Fig. 1: sizing map
The bar under the picture is 20 um long.
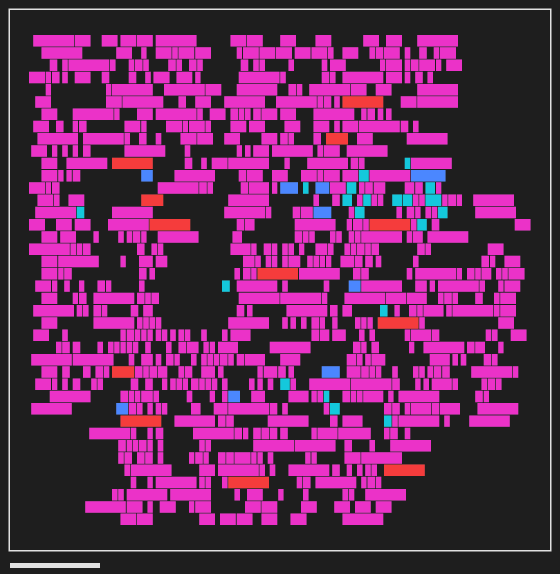
Fig. 2: routed metal, one color a layer
Two of the layers only.
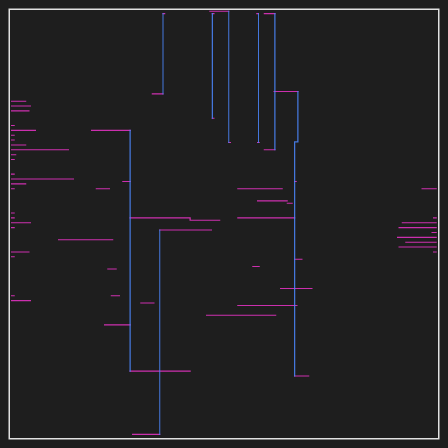
## src/rtl/rt_block_reader_if.sv

```systemverilog
`default_nettype none
// ==========================================================================
// rt_block_reader_if - control, register read bus and output stream of
// rt_block_reader. Rev 1.0
// ==========================================================================
interface rt_block_reader_if;
   logic        start;
   logic        abort;
   logic [15:0] base_addr;
   logic [7:0]  count;
   logic [31:0] timestamp;
   logic [15:0] reg_raddr;
   logic [31:0] reg_rdata;
   logic        reg_rwait;
   logic        blk_rt_rd;
   logic [31:0] out_data;
   logic        out_valid;
   logic        out_ready;
   logic        busy;
   logic        done;
   logic        err;

   modport master (
      output start, abort, base_addr, count, timestamp, reg_rdata, reg_rwait, out_ready,
      input  reg_raddr, blk_rt_rd, out_data, out_valid, busy, done, err
   );

   modport slave (
      input  start, abort, base_addr, count, timestamp, reg_rdata, reg_rwait, out_ready,
      output reg_raddr, blk_rt_rd, out_data, out_valid, busy, done, err
   );
endinterface
`default_nettype wire

```

## src/rtl/rt_block_reader.sv

```systemverilog
`default_nettype none
// ==========================================================================
// rt_block_reader - reads a block of registers and streams them out.
// Define RT_TIMESTAMP_EN to emit a captured timestamp word first. Rev 1.0
// ==========================================================================
module rt_block_reader #(
   parameter int RWAIT_MAX = 15
) (
   input wire               sysclk,
   input wire               reset,
   rt_block_reader_if.slave bus
);
   localparam logic [7:0] WAIT_LAST = 8'(RWAIT_MAX - 1);

   typedef enum logic [2:0] {
      IDLE = 3'd0,
      ADDR = 3'd1,
      WAIT = 3'd2,
      OUT  = 3'd3,
      DONE = 3'd4
   } state_t;

   state_t      state, state_nxt;
   logic [15:0] base_q, raddr_q;
   logic [7:0]  count_q, index_q, wcnt_q;
   logic [7:0]  index_inc;
   logic [31:0] data_q;
   logic        err_q;
   logic        start_acc, accept, timeout, more;
   logic        valid_o, busy_o, done_o;
`ifdef RT_TIMESTAMP_EN
   logic        ts_pending;
`endif

   assign index_inc = index_q + 8'd1;

   always_ff @(posedge sysclk or posedge reset) begin
      if (reset) state <= IDLE;
      else       state <= state_nxt;
   end

   always_comb begin
      state_nxt = state;
      start_acc = 1'b0;
      accept    = 1'b0;
      timeout   = 1'b0;
      more      = 1'b0;
      valid_o   = 1'b0;
      busy_o    = 1'b0;
      done_o    = 1'b0;
      if (state == WAIT)
         timeout = bus.reg_rwait && (wcnt_q == WAIT_LAST);
`ifdef RT_TIMESTAMP_EN
      if (state == OUT)
         more = ts_pending ? (count_q != 8'd0) : (index_inc < count_q);
`else
      if (state == OUT)
         more = index_inc < count_q;
`endif
      // abort outranks everything, including the handshake of the current cycle
      if (state != IDLE && bus.abort) begin
         state_nxt = IDLE;
      end else begin
         busy_o  = (state != IDLE);
         done_o  = (state == DONE);
         valid_o = (state == OUT);
         case (state)
            IDLE: begin
               if (bus.start && !bus.abort) begin
                  start_acc = 1'b1;
`ifdef RT_TIMESTAMP_EN
                  state_nxt = OUT;
`else
                  state_nxt = (bus.count == 8'd0) ? DONE : ADDR;
`endif
               end
            end
            ADDR: state_nxt = WAIT;
            WAIT: if (!bus.reg_rwait || timeout) state_nxt = OUT;
            OUT: begin
               if (bus.out_ready) begin
                  accept    = 1'b1;
                  state_nxt = more ? ADDR : DONE;
               end
            end
            DONE:    state_nxt = IDLE;
            default: state_nxt = IDLE;
         endcase
      end
   end

   always_ff @(posedge sysclk or posedge reset) begin
      if (reset) begin
         base_q  <= '0;
         raddr_q <= '0;
         count_q <= '0;
         index_q <= '0;
         wcnt_q  <= '0;
         data_q  <= '0;
         err_q   <= 1'b0;
`ifdef RT_TIMESTAMP_EN
         ts_pending <= 1'b0;
`endif
      end else begin
         if (start_acc) begin
            base_q  <= bus.base_addr;
            raddr_q <= bus.base_addr;
            count_q <= bus.count;
            index_q <= '0;
            wcnt_q  <= '0;
            err_q   <= 1'b0;
`ifdef RT_TIMESTAMP_EN
            data_q     <= bus.timestamp;
            ts_pending <= 1'b1;
`endif
         end
         if (state == WAIT && !bus.abort) begin
            if (!bus.reg_rwait) begin
               data_q <= bus.reg_rdata;
            end else if (timeout) begin
               data_q <= '1;
               err_q  <= 1'b1;
            end else begin
               wcnt_q <= wcnt_q + 8'd1;
            end
         end
         if (accept) begin
            wcnt_q <= '0;
`ifdef RT_TIMESTAMP_EN
            // the timestamp word consumes no bus cycle, so the address stays at base
            if (ts_pending) begin
               ts_pending <= 1'b0;
            end else begin
               index_q <= index_inc;
               raddr_q <= base_q + {8'd0, index_inc};
            end
`else
            index_q <= index_inc;
            raddr_q <= base_q + {8'd0, index_inc};
`endif
         end
      end
   end

   assign bus.reg_raddr = raddr_q;
   assign bus.out_data  = data_q;
   assign bus.out_valid = valid_o;
   assign bus.busy      = busy_o;
   assign bus.blk_rt_rd = busy_o;
   assign bus.done      = done_o;
   assign bus.err       = err_q;
endmodule
`default_nettype wire

```

## src/flat_wrapper.sv

```systemverilog
// flat-port wrapper written by rule: the top's interface ports become plain ports
module rt_block_reader_flat 
#(
   parameter int RWAIT_MAX = 15
)
  (sysclk, reset, bus_start, bus_abort, bus_base_addr, bus_count, bus_timestamp, bus_reg_rdata, bus_reg_rwait, bus_out_ready, bus_reg_raddr, bus_blk_rt_rd, bus_out_data, bus_out_valid, bus_busy, bus_done, bus_err);
  rt_block_reader_if bus_i ();
  input wire sysclk;
  input wire reset;
  input wire logic [$bits(bus_i.start)-1:0] bus_start;
  input wire logic [$bits(bus_i.abort)-1:0] bus_abort;
  input wire logic [$bits(bus_i.base_addr)-1:0] bus_base_addr;
  input wire logic [$bits(bus_i.count)-1:0] bus_count;
  input wire logic [$bits(bus_i.timestamp)-1:0] bus_timestamp;
  input wire logic [$bits(bus_i.reg_rdata)-1:0] bus_reg_rdata;
  input wire logic [$bits(bus_i.reg_rwait)-1:0] bus_reg_rwait;
  input wire logic [$bits(bus_i.out_ready)-1:0] bus_out_ready;
  output wire logic [$bits(bus_i.reg_raddr)-1:0] bus_reg_raddr;
  output wire logic [$bits(bus_i.blk_rt_rd)-1:0] bus_blk_rt_rd;
  output wire logic [$bits(bus_i.out_data)-1:0] bus_out_data;
  output wire logic [$bits(bus_i.out_valid)-1:0] bus_out_valid;
  output wire logic [$bits(bus_i.busy)-1:0] bus_busy;
  output wire logic [$bits(bus_i.done)-1:0] bus_done;
  output wire logic [$bits(bus_i.err)-1:0] bus_err;
  assign bus_i.start = bus_start;
  assign bus_i.abort = bus_abort;
  assign bus_i.base_addr = bus_base_addr;
  assign bus_i.count = bus_count;
  assign bus_i.timestamp = bus_timestamp;
  assign bus_i.reg_rdata = bus_reg_rdata;
  assign bus_i.reg_rwait = bus_reg_rwait;
  assign bus_i.out_ready = bus_out_ready;
  assign bus_reg_raddr = bus_i.reg_raddr;
  assign bus_blk_rt_rd = bus_i.blk_rt_rd;
  assign bus_out_data = bus_i.out_data;
  assign bus_out_valid = bus_i.out_valid;
  assign bus_busy = bus_i.busy;
  assign bus_done = bus_i.done;
  assign bus_err = bus_i.err;
  rt_block_reader #(.RWAIT_MAX(RWAIT_MAX)) u_core (.sysclk(sysclk), .reset(reset), .bus(bus_i));
endmodule
```

## config.mk

```make
export PLATFORM = sky130hd
export DESIGN_NAME = rt_block_reader_flat
export DESIGN_NICKNAME = d
export VERILOG_FILES = /design/src/rtl/rt_block_reader_if.sv /design/src/rtl/rt_block_reader.sv /design/src/flat_wrapper.sv
export SDC_FILE = /design/constraint.sdc
export NUM_CORES = 1
export LEC_CHECK = 0
export ABC_AREA = 1
export CORE_MARGIN = 4
export CORE_UTILIZATION = 39
export DETAILED_ROUTE_END_ITERATION = 8
export PLACE_DENSITY = 0.65
export SLEW_MARGIN = 20
export SYNTH_ARGS = -nofsm -noshare
export SYNTH_HDL_FRONTEND = slang
export SYNTH_SLANG_ARGS = --single-unit
export TNS_END_PERCENT = 1
```

## constraint.sdc

```tcl
create_clock -name sysclk -period 3.4 [get_ports sysclk]
set_clock_uncertainty 0.15 [all_clocks]
set_input_delay 0.34 -clock sysclk [delete_from_list [all_inputs] [get_ports sysclk]]
set_output_delay 0.34 -clock sysclk [all_outputs]
set_load 0.05 [all_outputs]
```

==> qor.log <==
qor: power_and_ir_drop.leakage 3.252 nW
qor: sta.setup_tns 0 ns
qor: critical_path.critical_path_class reg -> reg
qor: die.io_pins 147
qor: power_and_ir_drop.clock_power_share 18.4%
qor: power_and_ir_drop.power_density 825.3 nW/um^2
qor: global_routing.grt_pass1_vias 4,175
qor: routing.initialDrtViolationCount 240
qor: critical_path.worst_setup_path_start_kind register
qor: logic_synthesis.synthDominantCellAreaShare 47.34%
qor: logic_synthesis.postSynthSeqShare 47.34%
qor: routing.final_antenna_net_count 0
qor: global_routing.grt_first_pass_wirelength 20.15 mm
qor: clock_tree.post_cts_resize_count 0
qor: logic_synthesis.synth-cells-yosys 625
qor: sta.fmax 341.8 MHz
qor: layout.insertedDiodeCount 0
qor: power_and_ir_drop.power.switching 2.377 mW
qor: outcome.status completed
qor: power_and_ir_drop.max-vdd-ir-drop 0.0005172 V
qor: clock_tree.htree_num_levels 3
qor: sta.post-route-min-period 2.926 ns
qor: clock_tree.cts-hold-fix-buffers 0
qor: global_routing.grt.overflow.total 0
qor: logic_synthesis.synth_warnings 0
qor: die.chip_area 14,320 sq um
qor: critical_path.regToRegStartpoint u_core.index_q[0]
qor: sta.report.final.slew_viol_count 0
qor: logic_synthesis.ys_top_cells_by_count nand2_1, inv_1, dfrtp_1
qor: sta.period_used_share 86.05%
qor: clock_tree.path_clk_slew 0.06 ns
qor: global_routing.grt_antenna_before_repair 0
qor: layout.layout.nets 848
qor: routing.drcViolationCount 0
qor: logic_synthesis.area_of_the_synthesized_netlist_per_yosys_stat 4863 sq um
qor: logic_synthesis.syn_area_per_cell 7.781 sq um
qor: clock_tree.tritoncts_clock_tree yes
qor: critical_path.largest_fanout_of_any_net_on_the_critical_path 4
qor: logic_synthesis.synth_async_sr_flop_share 100.0%
About Fig. 1:
legend:
  blue:
    size: drive 3 to 4
    cells: 9
  cyan:
    size: drive 2
    cells: 20
  red:
    size: drive 6 and up
    cells: 12
  magenta:
    size: drive 1 or less
    cells: 699

About Fig. 2:
legend:
  blue:
    layer: met4
    wire_length: 367 um
  magenta:
    layer: met3
    wire_length: 366 um
count of vias placed by the detailed router: 4,322
wire per inst: 13.22 um
Routed Wire Length: 12.01 mm
total global routing track utilization: 17.41%

[power by group through the flow]
stage / Combinational, mW / Sequential, mW / Clock [mW]
finish: 2.56 / 1.76 / 0.979
global route: 2.77 / 1.83 / 1.06
CTS: 2.59 / 1.77 / 1.01
detailed placement: 2.58 / 1.78 / 0
global placement: 2.55 / 1.77 / 0
floorplan: 0.890 / 2.63 / 0
[routing by layer]
layer,GRT usage [%],vias up,wire [um]
met4,7.015,0,367
met2,28.64,78,5825
met3,3.582,22,366
met5,0,-,0
li1,-,2188,-
met1,22.48,2034,5446
[through the flow]
stage | worst slack [ns] | instance area (sq um) | hold WS [ns]
3_3_place_gp | 0.6041 | 6136 | 0.3170
4_1_cts | 0.4927 | 6425 | 0.2969
5_1_grt | 0.2149 | 6430 | 0.3465
2_1_floorplan | 0.5180 | 4863 | 0.2986
3_5_place_dp | 0.5089 | 6136 | 0.3143
6_report | 0.4744 | 6430 | 0.2623
[logic make-up (layout without fill, tap and decap cells)]
group | after synthesis | after routing | share of synthesized area, %
and+or+nand+nor | 280 | 280 | 24.75
xor gates and xnor gates | 9 | 9 | 1.621
DFF | 92 | 92 | 47.34
AOI/OAI and AO/OA | 101 | 101 | 10.93
adders and majority gates | 19 | 19 | 5.043
buffers and inverters | 124 | 239 | 10.32
[path summary, 6_finish.rpt]
kind,endpoint,slack [ns]
min in group sysclk,u_core.bus.reg_raddr[13],0.33
max in group asynchronous,u_core.bus.out_data[22],1.96
worst max-delay path,u_core.bus.reg_raddr[9],0.47
worst max register to register,u_core.bus.reg_raddr[9],0.47
worst min-delay path,u_core.bus.reg_raddr[8],0.26
worst min register to register,u_core.bus.reg_raddr[13],0.33
[worst reg2reg max path: cells and delay by family, from the launching register on]
family	cells	cell delay (ns)
AND/OR/NAND/NOR	12	1.41
buffers and inverters	4	0.30
AND-OR/OR-AND	1	0.24
adder cells (fa/ha/maj)	1	0.34
flip-flops	1	0.37
[area by class of cell]
| cell class | count | area (sq um) | share of cell area [%] |
|---|---|---|---|
| Sequential cell | 92 | 2302 | 35.80 |
| Multi-Input combinational cell | 409 | 2064 | 32.11 |
| Timing Repair Buffer | 117 | 1164 | 18.10 |
| Inverter | 106 | 400.4 | 6.227 |
| Clock buffer | 12 | 266.5 | 4.145 |
| Tap cell | 168 | 210.2 | 3.269 |
| Clock inverter | 4 | 22.52 | 0.3503 |
[registers in the layout, summed over array words and instances (netlist names)]
register,flops
u_core.state,3
u_core.base_q,16
u_core.bus.out_data,32
u_core.wcnt_q,8
u_core.bus.err,1
u_core.bus.reg_raddr,16
u_core.count_q,8
u_core.index_q,8
No activity file was given, so power comes from the tool's default toggle rates.
